## config.mk

```make
export PLATFORM = sky130hd
export DESIGN_NAME = mips_multicycle_ctrl_flat
export DESIGN_NICKNAME = d
export VERILOG_FILES = /design/src/rtl/mips_ctrl_pkg.sv /design/src/rtl/mips_multicycle_ctrl_if.sv /design/src/rtl/mips_ctrl_outdec.sv /design/src/rtl/mips_multicycle_ctrl.sv /design/src/flat_wrapper.sv
export SDC_FILE = /design/constraint.sdc
export NUM_CORES = 1
export LEC_CHECK = 0
export ABC_AREA = 1
export CORE_MARGIN = 10
export CORE_UTILIZATION = 40
export CTS_CLUSTER_DIAMETER = 120
export CTS_CLUSTER_SIZE = 12
export DETAILED_ROUTE_END_ITERATION = 16
export GPL_TIMING_DRIVEN = 0
export PLACE_DENSITY_LB_ADDON = 0.08
export SLEW_MARGIN = 20
export SYNTH_ARGS = -nofsm -noshare
export SYNTH_HDL_FRONTEND = slang
export SYNTH_SLANG_ARGS = --single-unit
```

## constraint.sdc

```tcl
create_clock -name clk -period 1.4 [get_ports clk]
set_input_delay 0.35 -clock clk [delete_from_list [all_inputs] [get_ports clk]]
set_output_delay 0.35 -clock clk [all_outputs]
set_load 0.02 [all_outputs]
```

## src/rtl/mips_ctrl_pkg.sv

```systemverilog
// Shared encodings for the multicycle MIPS controller: opcodes, ALU selects, FSM states, control vector.
// The S_TRAP state exists only when MCTRL_ILLEGAL_TRAP_EN is defined.
package mips_ctrl_pkg;

  localparam logic [5:0] OP_RTYPE = 6'b000000;
  localparam logic [5:0] OP_LW    = 6'b100011;
  localparam logic [5:0] OP_SW    = 6'b101011;
  localparam logic [5:0] OP_BEQ   = 6'b000100;
  localparam logic [5:0] OP_BNE   = 6'b000101;
  localparam logic [5:0] OP_ADDI  = 6'b001000;
  localparam logic [5:0] OP_ORI   = 6'b001101;
  localparam logic [5:0] OP_ANDI  = 6'b001100;
  localparam logic [5:0] OP_J     = 6'b000010;
  localparam logic [5:0] OP_LH    = 6'b100001;
  localparam logic [5:0] OP_LB    = 6'b100000;
  localparam logic [5:0] OP_LBU   = 6'b100100;

  typedef enum logic [2:0] {
    ALU_ADD   = 3'b000,
    ALU_SUB   = 3'b001,
    ALU_FUNCT = 3'b010,
    ALU_OR    = 3'b011,
    ALU_AND   = 3'b100
  } aluop_t;

  typedef enum logic [2:0] {
    SRCB_B        = 3'b000,
    SRCB_FOUR     = 3'b001,
    SRCB_SIGNIMM  = 3'b010,
    SRCB_SIMM_SH2 = 3'b011,
    SRCB_ZEROIMM  = 3'b100
  } alusrcb_t;

  typedef enum logic [3:0] {
    S_IDLE,
    S_FETCH,
    S_DECODE,
    S_MEMADR,
    S_MEMRD,
    S_MEMWB,
    S_MEMWR,
    S_RTYPEEX,
    S_RTYPEWB,
    S_IMMEX,
    S_IMMWB,
    S_BREX,
`ifdef MCTRL_ILLEGAL_TRAP_EN
    S_JEX,
    S_TRAP
`else
    S_JEX
`endif
  } statetype_t;

  // irwrite and pcwrite here are ungated; the top applies the fetch mem_ready gate.
  typedef struct packed {
    logic       mem_req;
    logic       iord;
    logic       memwrite;
    logic       irwrite;
    logic       pcwrite;
    logic       branch;
    logic       ne;
    logic [1:0] pcsrc;
    logic       alusrca;
    alusrcb_t   alusrcb;
    aluop_t     aluop;
    logic       regdst;
    logic       memtoreg;
    logic       regwrite;
    logic       half;
    logic       b;
    logic       lbu;
    logic       illegal;
  } ctrl_t;

  function automatic logic is_legal_op(input logic [5:0] op);
    case (op)
      OP_RTYPE, OP_LW, OP_SW, OP_BEQ, OP_BNE, OP_ADDI,
      OP_ORI, OP_ANDI, OP_J, OP_LH, OP_LB, OP_LBU: is_legal_op = 1'b1;
      default:                                     is_legal_op = 1'b0;
    endcase
  endfunction

endpackage

```

## src/rtl/mips_multicycle_ctrl_if.sv

```systemverilog
// Unified-memory handshake between the multicycle controller (master) and the memory (slave).
interface mips_multicycle_ctrl_if;
  logic mem_req;
  logic mem_ready;
  logic iord;
  logic memwrite;

  modport master (output mem_req, output iord, output memwrite, input mem_ready);
  modport slave  (input mem_req, input iord, input memwrite, output mem_ready);
endinterface

```

## src/rtl/mips_ctrl_outdec.sv

```systemverilog
// Moore output decode: (state, op_q) -> control vector. op is looked at only in S_DECODE
// to flag an illegal opcode, since op_q is not loaded until the end of that cycle.
module mips_ctrl_outdec
  import mips_ctrl_pkg::*;
(
  input  statetype_t  state,
  input  logic [5:0]  op,
  input  logic [5:0]  op_q,
  output ctrl_t       ctrl
);

  logic is_lh, is_lb, is_lbu;

  assign is_lh  = (op_q == OP_LH);
  assign is_lb  = (op_q == OP_LB);
  assign is_lbu = (op_q == OP_LBU);

  always_comb begin
    ctrl = '0;
    case (state)
      S_FETCH: begin
        ctrl.mem_req = 1'b1;
        ctrl.irwrite = 1'b1;
        ctrl.pcwrite = 1'b1;
        ctrl.alusrcb = SRCB_FOUR;
        ctrl.aluop   = ALU_ADD;
      end
      S_DECODE: begin
        ctrl.alusrcb = SRCB_SIMM_SH2;
        ctrl.aluop   = ALU_ADD;
        ctrl.illegal = ~is_legal_op(op);
      end
      S_MEMADR: begin
        ctrl.alusrca = 1'b1;
        ctrl.alusrcb = SRCB_SIGNIMM;
      end
      S_MEMRD: begin
        ctrl.mem_req = 1'b1;
        ctrl.iord    = 1'b1;
        ctrl.half    = is_lh | is_lb;
        ctrl.b       = is_lb;
        ctrl.lbu     = is_lbu;
      end
      S_MEMWB: begin
        ctrl.regwrite = 1'b1;
        ctrl.memtoreg = 1'b1;
        ctrl.half     = is_lh | is_lb;
        ctrl.b        = is_lb;
        ctrl.lbu      = is_lbu;
      end
      S_MEMWR: begin
        ctrl.mem_req  = 1'b1;
        ctrl.iord     = 1'b1;
        ctrl.memwrite = 1'b1;
      end
      S_RTYPEEX: begin
        ctrl.alusrca = 1'b1;
        ctrl.alusrcb = SRCB_B;
        ctrl.aluop   = ALU_FUNCT;
      end
      S_RTYPEWB: begin
        ctrl.regwrite = 1'b1;
        ctrl.regdst   = 1'b1;
      end
      S_IMMEX: begin
        ctrl.alusrca = 1'b1;
        case (op_q)
          OP_ORI:  begin ctrl.alusrcb = SRCB_ZEROIMM; ctrl.aluop = ALU_OR;  end
          OP_ANDI: begin ctrl.alusrcb = SRCB_ZEROIMM; ctrl.aluop = ALU_AND; end
          default: begin ctrl.alusrcb = SRCB_SIGNIMM; ctrl.aluop = ALU_ADD; end
        endcase
      end
      S_IMMWB: ctrl.regwrite = 1'b1;
      S_BREX: begin
        ctrl.alusrca = 1'b1;
        ctrl.alusrcb = SRCB_B;
        ctrl.aluop   = ALU_SUB;
        ctrl.pcsrc   = 2'b01;
        ctrl.branch  = 1'b1;
        ctrl.ne      = (op_q == OP_BNE);
      end
      S_JEX: begin
        ctrl.pcsrc   = 2'b10;
        ctrl.pcwrite = 1'b1;
      end
`ifdef MCTRL_ILLEGAL_TRAP_EN
      S_TRAP: ctrl.illegal = 1'b1;
`endif
      default: ctrl = '0;
    endcase
  end

endmodule

```

## src/rtl/mips_multicycle_ctrl.sv

```systemverilog
// Multicycle MIPS control FSM: state register, latched opcode and next-state logic.
// Define MCTRL_ILLEGAL_TRAP_EN to make an illegal opcode lock the FSM in S_TRAP until reset.
module mips_multicycle_ctrl
  import mips_ctrl_pkg::*;
(
  input  logic                          clk,
  input  logic                          reset,
  mips_multicycle_ctrl_if.master        bus,
  input  logic [5:0]                    op,
  input  logic                          zero,
  output logic                          irwrite,
  output logic                          pc_en,
  output logic [1:0]                    pcsrc,
  output logic                          alusrca,
  output logic [2:0]                    alusrcb,
  output logic [2:0]                    aluop,
  output logic                          regdst,
  output logic                          memtoreg,
  output logic                          regwrite,
  output logic                          half,
  output logic                          b,
  output logic                          lbu,
  output logic                          illegal
);

  statetype_t state, state_n;
  logic [5:0] op_q;
  ctrl_t      ctrl;
  logic       fetch_gate;

  always_ff @(posedge clk or negedge reset) begin
    if (!reset) begin
      state <= S_IDLE;
      op_q  <= '0;
    end else begin
      state <= state_n;
      if (state == S_DECODE) op_q <= op;
    end
  end

  always_comb begin
    state_n = state;
    case (state)
      S_IDLE:    state_n = S_FETCH;
      S_FETCH:   if (bus.mem_ready) state_n = S_DECODE;
      S_DECODE: begin
        case (op)
          OP_LW, OP_LH, OP_LB, OP_LBU, OP_SW: state_n = S_MEMADR;
          OP_RTYPE:                           state_n = S_RTYPEEX;
          OP_BEQ, OP_BNE:                     state_n = S_BREX;
          OP_ADDI, OP_ORI, OP_ANDI:           state_n = S_IMMEX;
          OP_J:                               state_n = S_JEX;
`ifdef MCTRL_ILLEGAL_TRAP_EN
          default:                            state_n = S_TRAP;
`else
          default:                            state_n = S_FETCH;
`endif
        endcase
      end
      S_MEMADR:  state_n = (op_q == OP_SW) ? S_MEMWR : S_MEMRD;
      S_MEMRD:   if (bus.mem_ready) state_n = S_MEMWB;
      S_MEMWB:   state_n = S_FETCH;
      S_MEMWR:   if (bus.mem_ready) state_n = S_FETCH;
      S_RTYPEEX: state_n = S_RTYPEWB;
      S_RTYPEWB: state_n = S_FETCH;
      S_IMMEX:   state_n = S_IMMWB;
      S_IMMWB:   state_n = S_FETCH;
      S_BREX:    state_n = S_FETCH;
      S_JEX:     state_n = S_FETCH;
`ifdef MCTRL_ILLEGAL_TRAP_EN
      S_TRAP:    state_n = S_TRAP;
`endif
      default:   state_n = S_IDLE;
    endcase
  end

  mips_ctrl_outdec u_outdec (
    .state (state),
    .op    (op),
    .op_q  (op_q),
    .ctrl  (ctrl)
  );

  // Only the fetch state raises irwrite, so it doubles as the marker for mem_ready gating.
  assign fetch_gate   = ctrl.irwrite ? bus.mem_ready : 1'b1;

  assign bus.mem_req  = ctrl.mem_req;
  assign bus.iord     = ctrl.iord;
  assign bus.memwrite = ctrl.memwrite;
  assign irwrite      = ctrl.irwrite & bus.mem_ready;
  assign pc_en        = (ctrl.pcwrite & fetch_gate) | (ctrl.branch & (zero ^ ctrl.ne));
  assign pcsrc        = ctrl.pcsrc;
  assign alusrca      = ctrl.alusrca;
  assign alusrcb      = ctrl.alusrcb;
  assign aluop        = ctrl.aluop;
  assign regdst       = ctrl.regdst;
  assign memtoreg     = ctrl.memtoreg;
  assign regwrite     = ctrl.regwrite;
  assign half         = ctrl.half;
  assign b            = ctrl.b;
  assign lbu          = ctrl.lbu;
  assign illegal      = ctrl.illegal;

endmodule

```

## src/flat_wrapper.sv

```systemverilog
// flat-port wrapper written by rule: the top's interface ports become plain ports
module mips_multicycle_ctrl_flat import mips_ctrl_pkg::*;
  (clk, reset, op, zero, irwrite, pc_en, pcsrc, alusrca, alusrcb, aluop, regdst, memtoreg, regwrite, half, b, lbu, illegal, bus_mem_req, bus_iord, bus_memwrite, bus_mem_ready);
  mips_multicycle_ctrl_if bus_i ();
  input  logic clk;
  input  logic reset;
  input  logic [5:0] op;
  input  logic zero;
  output logic irwrite;
  output logic pc_en;
  output logic [1:0] pcsrc;
  output logic alusrca;
  output logic [2:0] alusrcb;
  output logic [2:0] aluop;
  output logic regdst;
  output logic memtoreg;
  output logic regwrite;
  output logic half;
  output logic b;
  output logic lbu;
  output logic illegal;
  output wire logic [$bits(bus_i.mem_req)-1:0] bus_mem_req;
  output wire logic [$bits(bus_i.iord)-1:0] bus_iord;
  output wire logic [$bits(bus_i.memwrite)-1:0] bus_memwrite;
  input wire logic [$bits(bus_i.mem_ready)-1:0] bus_mem_ready;
  assign bus_mem_req = bus_i.mem_req;
  assign bus_iord = bus_i.iord;
  assign bus_memwrite = bus_i.memwrite;
  assign bus_i.mem_ready = bus_mem_ready;
  mips_multicycle_ctrl u_core (.clk(clk), .reset(reset), .bus(bus_i), .op(op), .zero(zero), .irwrite(irwrite), .pc_en(pc_en), .pcsrc(pcsrc), .alusrca(alusrca), .alusrcb(alusrcb), .aluop(aluop), .regdst(regdst), .memtoreg(memtoreg), .regwrite(regwrite), .half(half), .b(b), .lbu(lbu), .illegal(illegal));
endmodule
```

Run 1, port wiring:
Scale: 8 px per um.
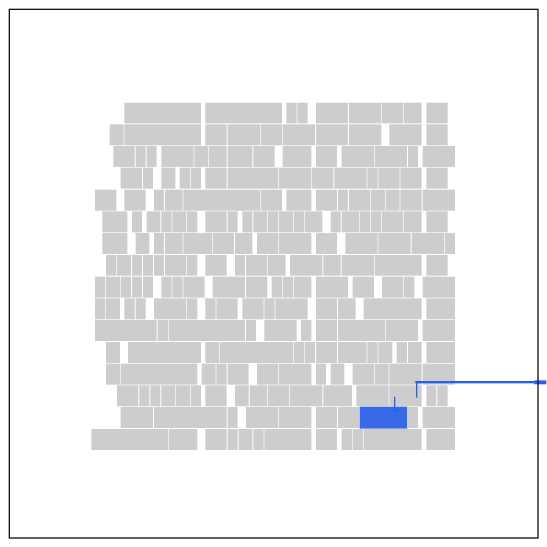
legend:
  blue:
    port: `lbu`
    bits: 1
    direction: output
    end_cells: 1
    buffers: 1
    wire: 18.7 um
Buffers on Ports: 30
top-level I/O count: 31

Run 1, cell placement:
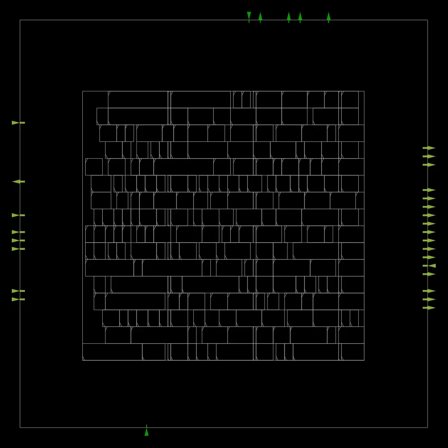
tap cells: 27
core area: 1980 um^2
sequential cell area share: 14.4%
post-route insts no fill: 246
Core Rows: 16

Run 1, sequential cells grouped by signal name:
Scale: 8 px per um. Other cells in grey.
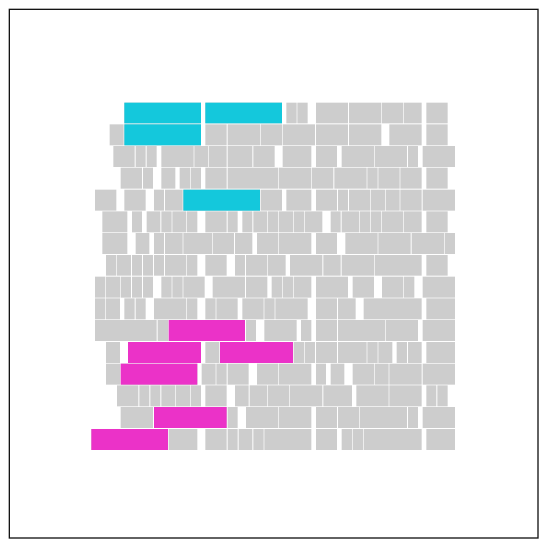
legend:
  magenta:
    name_in_the_netlist: `u_core.op_q`
    sequential_cells: 6
  cyan:
    name_in_the_netlist: `u_core.state`
    sequential_cells: 4
FF/Latch Area: 259 um^2
Final Util: 90.5%
Seq. pwr: 0.710 mW

==> run_results.csv, run 1 <==
group,metric,value,unit
hold_path,hp-start,"op[2]",
outcome,violations,"setup timing",
worst_setup_path,rr_endpoint,"u_core.state[0]",
logic_synthesis,syn-num-nets,155,
drt,dr.pass1.iters,4,
power,p_per_area,1950,nW/um^2
finish,layout.nets,231,
worst_setup_path,crit_type,"reg -> out",
finish,logic_area,757,um^2
clock_tree,clockBufferDepth,2,
logic_synthesis,edf_count,0,
power,switchingPower,1.85,mW
final_timing,worst_pin_slew,0.469,ns
logic_synthesis,common_cells,"39 x nand2_1, 27 x nor2_1, 23 x inv_1",
finish,syn_to_final_growth,113,%
final_timing,hold_viol,0,
final_timing,setup_viol,24,
logic_synthesis,yosys.stat.seqShare,29.7,%
worst_setup_path,r2r_setup_slack,-0.14,ns
worst_setup_path,crit_end,"alusrcb[1]",
clock_tree,post-cts-setup-buffers,28,
worst_setup_path,cp.arrival,1.57,ns
worst_setup_path,cp.depth,6,
drt,highest_layer,"met4",
finish,regMostFlops,"u_core.op_q",
finish,largest_reg_flops,6,
logic_synthesis,syn-instance-count,145,
final_timing,skew,0.00248,ns
final_timing,setup_ws,-0.519,ns
floorplanning,core_util_floorplan,42.6,%
global_routing,grt_busiest_layer,"met2",
clock_tree,post_cts_resized,169,
power,peakVddDrop,1.47,mV
outcome,status,"complete, but fails checks",
placed_design,dp_hpwl,2150,um
finish,area_dominant_class,"combinational gates",
finish,nonClkBufAreaFrac,34.0,%
power,clockPowerShare,6.0,%
## run 1: logic make-up after synthesis
kind of cell,after synthesis,share of synthesized area (%)
AND-OR/OR-AND,19,12.0
buffers and inverters,27,12.2
flip-flops,10,29.7
AND/OR/NAND/NOR,89,46.1
## run 1: per-stage QoR
stage,power [mW],cell area (um^2),setup slack [ns],setup TNS (ns)
floorplan,1.53,935,-0.163,-0.620
global placement,1.98,1270,-1.14,-13.00
detailed placement,2.02,1270,-1.17,-13.64
CTS,2.92,1640,-0.416,-6.63
global route,3.68,1790,-0.599,-11.14
finish,3.51,1790,-0.519,-9.43
## run 1: cell usage in the layout (no fill, tap or decap)
| cell type | count |
|---|---|
| a21oi_1 | 2 |
| a21oi_4 | 1 |
| buf_2 | 2 |
| buf_4 | 43 |
| buf_6 | 18 |
| clkbuf_2 | 3 |
| clkbuf_4 | 3 |
| clkdlybuf4s15_2 | 1 |
| clkdlybuf4s50_1 | 3 |
| clkinv_4 | 1 |
| dfrtp_1 | 3 |
| dfrtp_2 | 7 |
| dlygate4sd2_1 | 2 |
| inv_1 | 10 |
| inv_2 | 11 |
| inv_4 | 4 |
| nand2_1 | 29 |
| nand2_2 | 4 |
| nand2_4 | 6 |
| nand2_8 | 2 |
| nand3_1 | 6 |
| nand3_2 | 5 |
| nand3_4 | 1 |
| nand3b_1 | 1 |
| nand4_1 | 1 |
| nor2_1 | 14 |
| nor2_2 | 3 |
| nor2_4 | 13 |
| nor3_4 | 3 |
| nor4_4 | 1 |
| o211ai_1 | 1 |
| o21ai_0 | 8 |
| o21ai_1 | 4 |
| o21ai_2 | 1 |
| o21bai_1 | 1 |
| o22ai_1 | 1 |
## Run 2: what changed since run 1
--- a/config.mk
+++ b/config.mk
@@ -11,6 +11,7 @@
 export CTS_CLUSTER_DIAMETER = 120
 export CTS_CLUSTER_SIZE = 12
 export DETAILED_ROUTE_END_ITERATION = 16
+export DONT_BUFFER_PORTS = 1
 export GPL_TIMING_DRIVEN = 0
 export PLACE_DENSITY_LB_ADDON = 0.08
 export SLEW_MARGIN = 20
Run 2, cell placement:
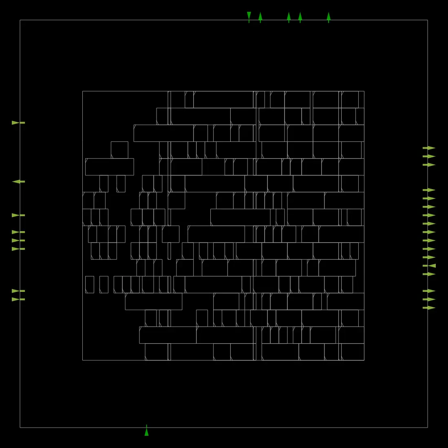
fill cell count: 136
post-route insts no fill: 197

Run 2, sequential cells grouped by signal name:
Scale: 8 px per um. Other cells in grey.
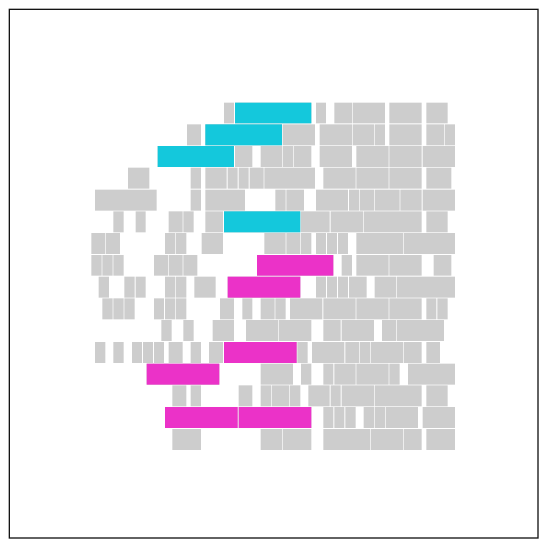
legend:
  magenta:
    name_in_the_netlist: `u_core.op_q`
    sequential_cells: 6
  cyan:
    name_in_the_netlist: `u_core.state`
    sequential_cells: 4
    where: north

==> run_results.csv, run 2 <==
group,metric,value,unit
finish,reg.largest.list,"u_core.op_q (6), u_core.state (4)",
finish,layout.nets,181,
placed_design,dpl_cell_area,968,um^2
floorplanning,ios,31,
finish,largest_reg_flops,6,
logic_synthesis,yosys.area_share.simple,46.1,%
logic_synthesis,synth_area,843,um^2
worst_setup_path,worst_path_max_delay_cell,"dfrtp_2",
final_timing,hold_viol,0,
worst_setup_path,required,1.05,ns
worst_setup_path,crit_type,"reg -> out",
clock_tree,clockBufferDepth,2,
logic_synthesis,aoi_share,12.0,%
worst_setup_path,crit_path_cell_trace,"inv_4 -> nand2_4 -> nor2_4 -> nand2_1 -> o211ai_1",
logic_synthesis,logic_family,"simple AND/OR/NAND/NOR gates",
finish,final_util,72.2,%
floorplanning,fp-row-count,16,
power,clockPowerShare,8.8,%
logic_synthesis,yosys_warnings,0,
final_timing,skew,0.00720,ns
floorplanning,die-height,65.9,um
power,internal_power,1.29,mW
power,p_per_area,1990,nW/um^2
worst_setup_path,cp.arrival,1.63,ns
outcome,status,"complete, but fails checks",
logic_synthesis,xor_share,0,%
global_routing,grt_max_degree,11,
power,finalPower,2.85,mW
clock_tree,clockRootBuffer,"clkbuf_4",
logic_synthesis,adder_share,0,%
final_timing,slew_headroom,66.4,%
power,peakVddDrop,1.11,mV
logic_synthesis,avgSynthCellArea,5.82,um^2
logic_synthesis,yosysChipArea,843,um^2
hold_path,whs_path_depth,2,
logic_synthesis,syn-instance-count,145,
drt,dr.pass1.iters,4,
worst_setup_path,critPathLaunch,"u_core.state[2]",
final_timing,timing.fmax,504,MHz
finish,mostFrequentLayoutCell,"nand2_1",
worst_setup_path,cp.depth,5,
global_routing,antenna_found_initial,0,
clock_tree,h-tree-depth,1,
worst_setup_path,cp-end-kind,"output pin",
final_timing,period_needed,1.98,ns
logic_synthesis,yosysMostFrequentCell,"nand2_1",
logic_synthesis,yosys.stat.seqShare,29.7,%
final_timing,slew_violations,0,
placed_design,gp_congestion,0.876,
floorplanning,placeableCoreArea,1980,um^2
drt,ant_nets,0,
clock_tree,numCtsBuffers,3,
final_timing,whs,0.252,ns
hold_path,hold_class,"in -> reg",
finish,ff_latch_area,256,um^2
drt,drcViolationCount,0,
drt,vias,1061,
finish,syn_to_final_growth,69.6,%
finish,regMostFlops,"u_core.op_q",
logic_synthesis,top_area_cell,"dfrtp_1",
logic_synthesis,synthMuxAreaShare,0,%
finish,final_cell_area,1430,um^2
placed_design,pre_cts_ws,-0.350,ns
worst_setup_path,start_kind,"flip-flop",
finish,logic_area,787,um^2
logic_synthesis,netlist.area_leader.share,29.7,%
finish,lay_top_cells,"27 x nand2_1, 17 x inv_1, 15 x nor2_1",
logic_synthesis,syn-num-nets,155,
clock_tree,cts_tree,"built",
final_timing,setup_ws,-0.582,ns
floorplanning,die-area,4340,um^2
final_timing,setup_viol,25,
hold_path,hp-start,"op[4]",
final_timing,fin_tns_setup,-8.44,ns
logic_synthesis,edf_count,0,
worst_setup_path,path_buffers,1,
floorplanning,core_util_floorplan,42.6,%
final_timing,worst_pin_slew,0.502,ns
power,switchingPower,1.56,mW
worst_setup_path,crit_family,"flip-flops",
placed_design,port_buffers,0,
outcome,violations,"setup timing",
worst_setup_path,reg2regPathDepth,10,
worst_setup_path,r2r-start,"u_core.state[2]",
logic_synthesis,common_cells,"39 x nand2_1, 27 x nor2_1, 23 x inv_1",
logic_synthesis,ys.flops,10,
placed_design,dp_hpwl,1950,um
drt,via_per_inst,5.39,
drt,drt-initial-drc-count,68,
clock_tree,clock-sinks,10,
run 2: netlist changes by cell type in the layout (fill, tap and decap cells not counted), sizes merged:
cell | before | now
dlygate4sd3 | 0 | 1
buf | 63 | 21
clkbuf | 6 | 4
dlygate4sd2 | 2 | 0
clkdlybuf4s15 | 1 | 0
inv | 25 | 26
clkdlybuf4s50 | 3 | 0
clkinv | 1 | 0
run 2: final cells by class:
| type | count | share of cell area [%] |
|---|---|---|
| tap | 27 | 2.36 |
| multi-input combinational | 108 | 55.0 |
| clock buffer | 4 | 2.54 |
| buffer | 1 | 0.525 |
| sequential | 10 | 17.9 |
| timing repair buffer | 21 | 14.1 |
| inverter | 26 | 7.52 |
run 2: power groups by stage:
stage / clock [mW] / combinational, mW / sequential [mW]
floorplan: 0 / 0.955 / 0.573
global placement: 0 / 1.11 / 0.611
detailed placement: 0 / 1.12 / 0.612
CTS: 0.259 / 1.54 / 0.620
global route: 0.275 / 2.08 / 0.694
finish: 0.252 / 1.92 / 0.676
run 2: per-layer routing:
metal  vias to the layer above  part of all wire, %  global-route usage, %
met5                         -                    0                      0
met1                       485                   41                   14.6
met3                        16                  9.9                   3.90
met4                         0                  3.7                   7.49
met2                        52                   45                   19.8
li1                        508                    -                      -
run 2: path summary, 6_finish.rpt:
path,end,slack [ns]
worst max-delay path,pc_en,-0.58
worst max register to register,u_core.state[0],-0.21
worst min register to register,u_core.op_q[1],0.55
min in group asynchronous,u_core.op_q[4],0.46
max in group asynchronous,u_core.state[2],0.60
worst min-delay path,u_core.op_q[4],0.25
run 2: repair_timing:
action | in CTS | in global routing
pin swaps | 13 | 15
buffers inserted | 12 | 10
endpoints found under the hold margin | 10 | 0
cloned | 0 | 0
hold buffers | 1 | 0
resized | 35 | 37
endpoints found under the setup margin | 30 | 31
## Run 3: what changed since run 2
--- a/config.mk
+++ b/config.mk
@@ -6,7 +6,6 @@
 export NUM_CORES = 1
 export LEC_CHECK = 0
 export ABC_AREA = 1
-export CORE_MARGIN = 10
 export CORE_UTILIZATION = 40
 export CTS_CLUSTER_DIAMETER = 120
 export CTS_CLUSTER_SIZE = 12
Run 3, metal layers overlaid:
Scale: 8 px per um. Only two layers are drawn.
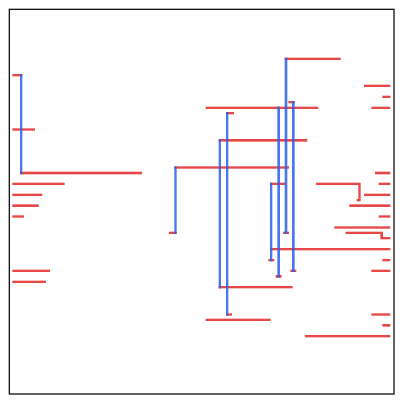
legend:
  red:
    layer: metal 3
    wire_length: 175 um
  blue:
    layer: metal 4
    wire_length: 137 um

Run 3, port wiring:
Scale: 10 px per um.
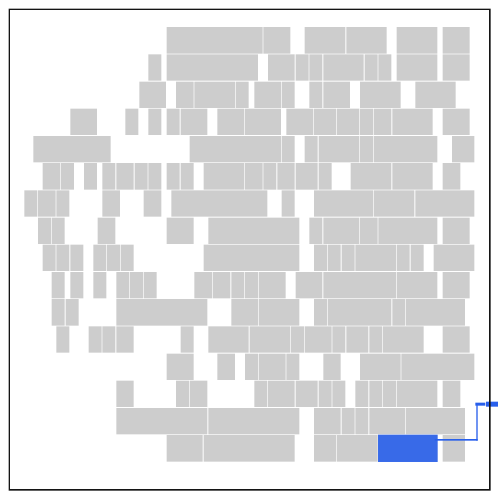
legend:
  blue:
    port: `lbu`
    bits: 1
    direction: output
    end_cells: 1
    buffers: 0
    wire: 8.40 um
Buffers on Ports: 0

==> run_results.csv, run 3 <==
group,metric,value,unit
worst_setup_path,cp-end-kind,"output pin",
outcome,violations,"setup timing",
final_timing,setup_viol,24,
logic_synthesis,common_cells,"39 x nand2_1, 27 x nor2_1, 23 x inv_1",
global_routing,grt_max_degree,11,
hold_path,min_to,"u_core.op_q[4]",
floorplanning,fp-row-count,16,
logic_synthesis,aoi_share,12.0,%
drt,dr.pass1.iters,4,
finish,mostFrequentLayoutCell,"nand2_1",
clock_tree,numCtsBuffers,3,
logic_synthesis,synthMuxAreaShare,0,%
drt,vias,1047,
logic_synthesis,logic_family,"simple AND/OR/NAND/NOR gates",
logic_synthesis,yosysMostFrequentCell,"nand2_1",
logic_synthesis,yosys.area_share.simple,46.1,%
logic_synthesis,adder_share,0,%
worst_setup_path,crit_end,"pc_en",
worst_setup_path,r2r-start,"u_core.state[2]",
floorplanning,die-height,47.9,um
finish,fillCellCount,146,
hold_path,whs_path_depth,2,
floorplanning,placeableCoreArea,1960,um^2
clock_tree,h-tree-depth,1,
worst_setup_path,critPathLaunch,"u_core.state[2]",
final_timing,slew_violations,0,
finish,layout.nets,184,
logic_synthesis,netlist.area_leader.share,29.7,%
final_timing,slew_headroom,68.1,%
clock_tree,cts_tree,"built",
logic_synthesis,avgSynthCellArea,5.82,um^2
floorplanning,die-area,2300,um^2
finish,regMostFlops,"u_core.op_q",
logic_synthesis,yosysChipArea,843,um^2
clock_tree,clockBufferDepth,2,
outcome,status,"complete, but fails checks",
worst_setup_path,cp.arrival,1.61,ns
worst_setup_path,rr_endpoint,"u_core.state[0]",
power,p_per_area,1960,nW/um^2
finish,reg.largest.list,"u_core.op_q (6), u_core.state (4)",
worst_setup_path,crit_type,"reg -> out",
placed_design,dp_hpwl,1680,um
drt,via_per_inst,5.26,
logic_synthesis,yosys.stat.seqShare,29.7,%
final_timing,period_needed,1.96,ns
logic_synthesis,edf_count,0,
floorplanning,core_util_floorplan,43.0,%
worst_setup_path,reg2regPathDepth,9,
final_timing,fin_tns_setup,-7.20,ns
worst_setup_path,required,1.05,ns
final_timing,skew,0.00569,ns
logic_synthesis,synth_area,843,um^2
final_timing,timing.fmax,510,MHz
finish,final_util,70.8,%
logic_synthesis,syn-instance-count,145,
finish,syn_to_final_growth,64.7,%
drt,drt-initial-drc-count,27,
clock_tree,clock-sinks,10,
logic_synthesis,ys.flops,10,
global_routing,antenna_found_initial,0,
hold_path,hp-start,"op[4]",
finish,largest_reg_flops,6,
logic_synthesis,top_area_cell,"dfrtp_1",
final_timing,setup_ws,-0.561,ns
drt,ant_nets,0,
finish,lay_top_cells,"32 x nand2_1, 18 x inv_1, 18 x buf_4",
hold_path,hold_class,"in -> reg",
logic_synthesis,xor_share,0,%
logic_synthesis,yosys_warnings,0,
-- run 3: per-stage QoR --
| stage | worst slack [ns] | instance area, um^2 | hold WS, ns | power (mW) | std cells |
|---|---|---|---|---|---|
| global placement | -0.331 | 968 | 0.0546 | 1.69 | 172 |
| detailed placement | -0.315 | 968 | 0.0546 | 1.71 | 172 |
| global route | -0.725 | 1390 | 0.277 | 2.91 | 199 |
| CTS | -0.470 | 1200 | 0.257 | 2.22 | 189 |
| floorplan | -0.163 | 935 | 0.0544 | 1.53 | 145 |
| finish | -0.561 | 1390 | 0.253 | 2.72 | 199 |
-- run 3: cells by family (layout without fill, tap and decap cells) --
family | Yosys count | count (layout)
buffers and inverters | 27 | 54
DFF | 10 | 10
AOI/OAI and AO/OA | 19 | 19
and+or+nand+nor | 89 | 89
-- run 3: layout make-up --
type	count	area, um^2	area share [%]
plain buffers	1	11.3	0.811
well taps	27	33.8	2.43
clock buffers	3	22.5	1.62
flip-flops and latches	10	254	18.3
inverters	26	100	7.21
multi-input cells	108	766	55.1
repair buffers	24	201	14.5
-- run 3: critical path: stages, from the launching register on --
cell	delay (ns)
dfrtp_1	0.39
inv_2	0.14
nand2_1	0.15
nor2_2	0.12
inv_2	0.06
nor2_4	0.20
inv_2	0.07
o211ai_1	0.23
-- run 3: routing by layer --
metal  share of wire (%)  track usage [%]
met5                   0                0
met4                 4.5             12.8
met3                 5.8             3.40
met2                  49             36.5
met1                  41             23.5
-- run 3: power breakdown --
part	leakage, nW	internal [mW]	switching, mW
clock	0.0138	0.0984	0.0825
sequential	0.121	0.427	0.213
combinational	0.527	0.698	1.20
-- run 3: timing repair --
item                       4_1_cts  5_1_grt
setup endpoints to repair       30       24
hold endpoints to repair        10        0
setup buffers                   13       11
hold buffers                     1        0
pin swaps                       10       16
resized                         30       27
Power figures rest on the tool's default switching activity, not on a simulated workload.
